## config.mk

```make
export PLATFORM = sky130hd
export DESIGN_NAME = decoded_bit_reorder
export DESIGN_NICKNAME = d
export VERILOG_FILES = /design/src/rtl/decoded_bit_reorder.sv
export SDC_FILE = /design/constraint.sdc
export NUM_CORES = 1
export LEC_CHECK = 0
export ABC_AREA = 1
export ABC_CLOCK_PERIOD_IN_PS = 1700
export CORE_MARGIN = 4
export CORE_UTILIZATION = 35
export CTS_CLUSTER_DIAMETER = 50
export DETAILED_ROUTE_END_ITERATION = 8
export GPL_ROUTABILITY_DRIVEN = 0
export SETUP_SLACK_MARGIN = 0.4
export SYNTH_ARGS = -nofsm -noshare
export SYNTH_HDL_FRONTEND = slang
export SYNTH_SLANG_ARGS = --single-unit
```

## constraint.sdc

```tcl
create_clock -name clk -period 1.7 [get_ports clk]
set_input_delay 0.425 -clock clk [delete_from_list [all_inputs] [get_ports clk]]
set_output_delay 0.425 -clock clk [all_outputs]
set_load 0.01 [all_outputs]
```

## src/rtl/decoded_bit_reorder.sv

```systemverilog
// Ping-pong LIFO that restores forward bit order behind the traceback stage.
// Drops the first WARMUP_BLOCKS complete blocks and flags short/long blocks (sticky).
module decoded_bit_reorder #(
  parameter int BLOCK_LEN     = 21,
  parameter int WARMUP_BLOCKS = 3
) (
  input  logic clk,
  input  logic reset_n,
  input  logic reverse_decoded_bit_in,
  input  logic stack_toggle_in,
  output logic decoded_bit_out,
  output logic decoded_valid_out,
  output logic block_start_out,
  output logic frame_err_out
);

  localparam int PW = $clog2(BLOCK_LEN + 1);
  localparam int RW = (BLOCK_LEN > 1) ? $clog2(BLOCK_LEN) : 1;
  localparam int CW = $clog2(WARMUP_BLOCKS + 1);

  typedef enum logic {IDLE, PLAY} state_t;

  logic [BLOCK_LEN-1:0] bank_a, bank_b;
  logic                 wr_bank;
  logic                 toggle_d;
  logic                 seen_bnd;
  logic                 ovf;
  logic [PW-1:0]        wptr;
  logic [RW-1:0]        rptr, rptr_nxt;
  logic [CW-1:0]        warm_cnt;
  state_t               state, state_nxt;

  logic          boundary, full, complete, short_blk, overflow, warmed, replay;
  logic          wr_en, wr_sel;
  logic [RW-1:0] widx;
  logic          closing_msb, rd_bit;
  logic          bit_nxt, vld_nxt, start_nxt;

  assign boundary  = (stack_toggle_in != toggle_d);
  assign full      = (wptr == PW'(BLOCK_LEN));
  // An overflowed block also ends with wptr at BLOCK_LEN, so ovf disqualifies it.
  assign complete  = boundary && full && !ovf;
  assign short_blk = boundary && !full && seen_bnd;
  assign overflow  = !boundary && full;
  assign warmed    = (warm_cnt == CW'(WARMUP_BLOCKS));
  assign replay    = complete && warmed;

  // The bank being closed is still wr_bank during the boundary cycle.
  assign closing_msb = wr_bank ? bank_b[BLOCK_LEN-1] : bank_a[BLOCK_LEN-1];
  assign rd_bit      = wr_bank ? bank_a[rptr] : bank_b[rptr];

  always_comb begin
    wr_en  = 1'b1;
    wr_sel = wr_bank;
    widx   = wptr[RW-1:0];
    if (boundary) begin
      wr_sel = ~wr_bank;
      widx   = '0;
    end else if (full) begin
      wr_en = 1'b0;
    end
  end

  always_ff @(posedge clk) begin
    if (wr_en) begin
      if (wr_sel) bank_b[widx] <= reverse_decoded_bit_in;
      else        bank_a[widx] <= reverse_decoded_bit_in;
    end
  end

  always_ff @(posedge clk or negedge reset_n) begin
    if (!reset_n) begin
      toggle_d      <= 1'b0;
      wr_bank       <= 1'b0;
      wptr          <= '0;
      seen_bnd      <= 1'b0;
      ovf           <= 1'b0;
      warm_cnt      <= '0;
      frame_err_out <= 1'b0;
    end else begin
      toggle_d <= stack_toggle_in;
      if (boundary) begin
        wr_bank  <= ~wr_bank;
        wptr     <= PW'(1);
        seen_bnd <= 1'b1;
        ovf      <= 1'b0;
        if (complete && !warmed) warm_cnt <= warm_cnt + CW'(1);
      end else if (full) begin
        ovf <= 1'b1;
      end else begin
        wptr <= wptr + PW'(1);
      end
      if (short_blk || overflow) frame_err_out <= 1'b1;
    end
  end

  // The MSB is read on the boundary cycle itself, so PLAY continues from BLOCK_LEN-2.
  always_comb begin
    state_nxt = state;
    rptr_nxt  = rptr;
    bit_nxt   = 1'b0;
    vld_nxt   = 1'b0;
    start_nxt = 1'b0;
    if (boundary) begin
      if (replay) begin
        state_nxt = PLAY;
        rptr_nxt  = RW'(BLOCK_LEN - 2);
        bit_nxt   = closing_msb;
        vld_nxt   = 1'b1;
        start_nxt = 1'b1;
      end else begin
        state_nxt = IDLE;
      end
    end else if (state == PLAY) begin
      bit_nxt  = rd_bit;
      vld_nxt  = 1'b1;
      rptr_nxt = rptr - RW'(1);
      if (rptr == '0) state_nxt = IDLE;
    end
  end

  always_ff @(posedge clk or negedge reset_n) begin
    if (!reset_n) begin
      state             <= IDLE;
      rptr              <= '0;
      decoded_bit_out   <= 1'b0;
      decoded_valid_out <= 1'b0;
      block_start_out   <= 1'b0;
    end else begin
      state             <= state_nxt;
      rptr              <= rptr_nxt;
      decoded_bit_out   <= bit_nxt;
      decoded_valid_out <= vld_nxt;
      block_start_out   <= start_nxt;
    end
  end

endmodule

```

m2.png
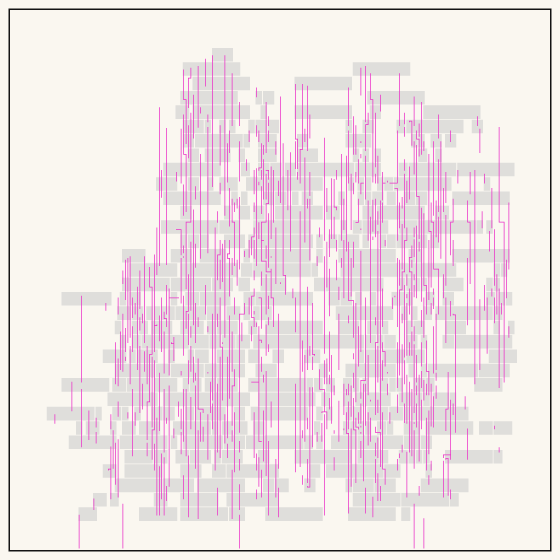
main direction: vertical
longest straight run: 48.3 um

m4.png
Bar = 20 um. Supply wires on this layer in gray.
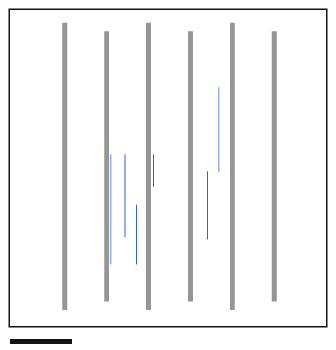
share of all routed wire: 1.8%
wire length on this layer: 140 um
longest straight run: 35.4 um
nets with wire on the layer: 3
main direction: vertical
drt total wl: 7.63 mm
Via Count: 2454

==> run_results.csv <==
group,metric,value,unit
setup_path,worst-path-stages,7,
layout,comb-cell-share,34.4,%
power_and_ir_drop,p_comb,0.00192,W
global_routing,grt_overflow,0,
logic_synthesis,synthesis.nets,349,
routing,route.met2.wl,4.01,mm
logic_synthesis,syn_area,3110,um2
clock_tree,cts_sinks,63,
setup_path,critPathKind,"flop to flop",
outcome,status,"finished with violations",
layout,inv_count,37,
power_and_ir_drop,swShare,35.4,%
logic_synthesis,yosys_warnings,0,
logic_synthesis,ys_chip_area,3110,um2
logic_synthesis,synth_area_per_cell,9.13,um2
clock_tree,cts_buffer_depth,2,
sta,worst_slack,-12.1,ps
logic_synthesis,ff_type,"edfxtp_1",
layout,final-clk-cell-share,4.91,%
setup_path,path_cells,"xnor2_4, buf_6, xor2_4, inv_2, nand2_8, buf_12, nor2_2",
die,die_w,102,um
logic_synthesis,yosys-stat-cells,341,
outcome,violations,"setup timing",
global_routing,grt_usage,15.6,%
routing,drc_errors,0,
power_and_ir_drop,power_leader,"combinational cells",
logic_synthesis,yosysUniqueCellTypes,31,
sta,finalSetupTns,-33.3,ps
setup_path,crit_end,"bank_b[10]",
global_routing,grt_pass1_wl,12.3,mm
logic_synthesis,yosysSeqAreaShare,57.4,%
clock_tree,post_cts_buffers,6,
logic_synthesis,topCellsByArea,"edfxtp_1 (41%), dfrtp_1 (17%), nand2_1 (9.8%)",
sta,setup_viol,5,
clock_tree,insertion_delay,340,ps
setup_path,worstSetupEndpointType,"flop",
logic_synthesis,top_logic_kind,"simple AND/OR/NAND/NOR gates",
layout,seq_share,41.4,%
die,die_h,102,um
placement,dpl.cell_count,469,
routing,routed.top_layer,"met4",
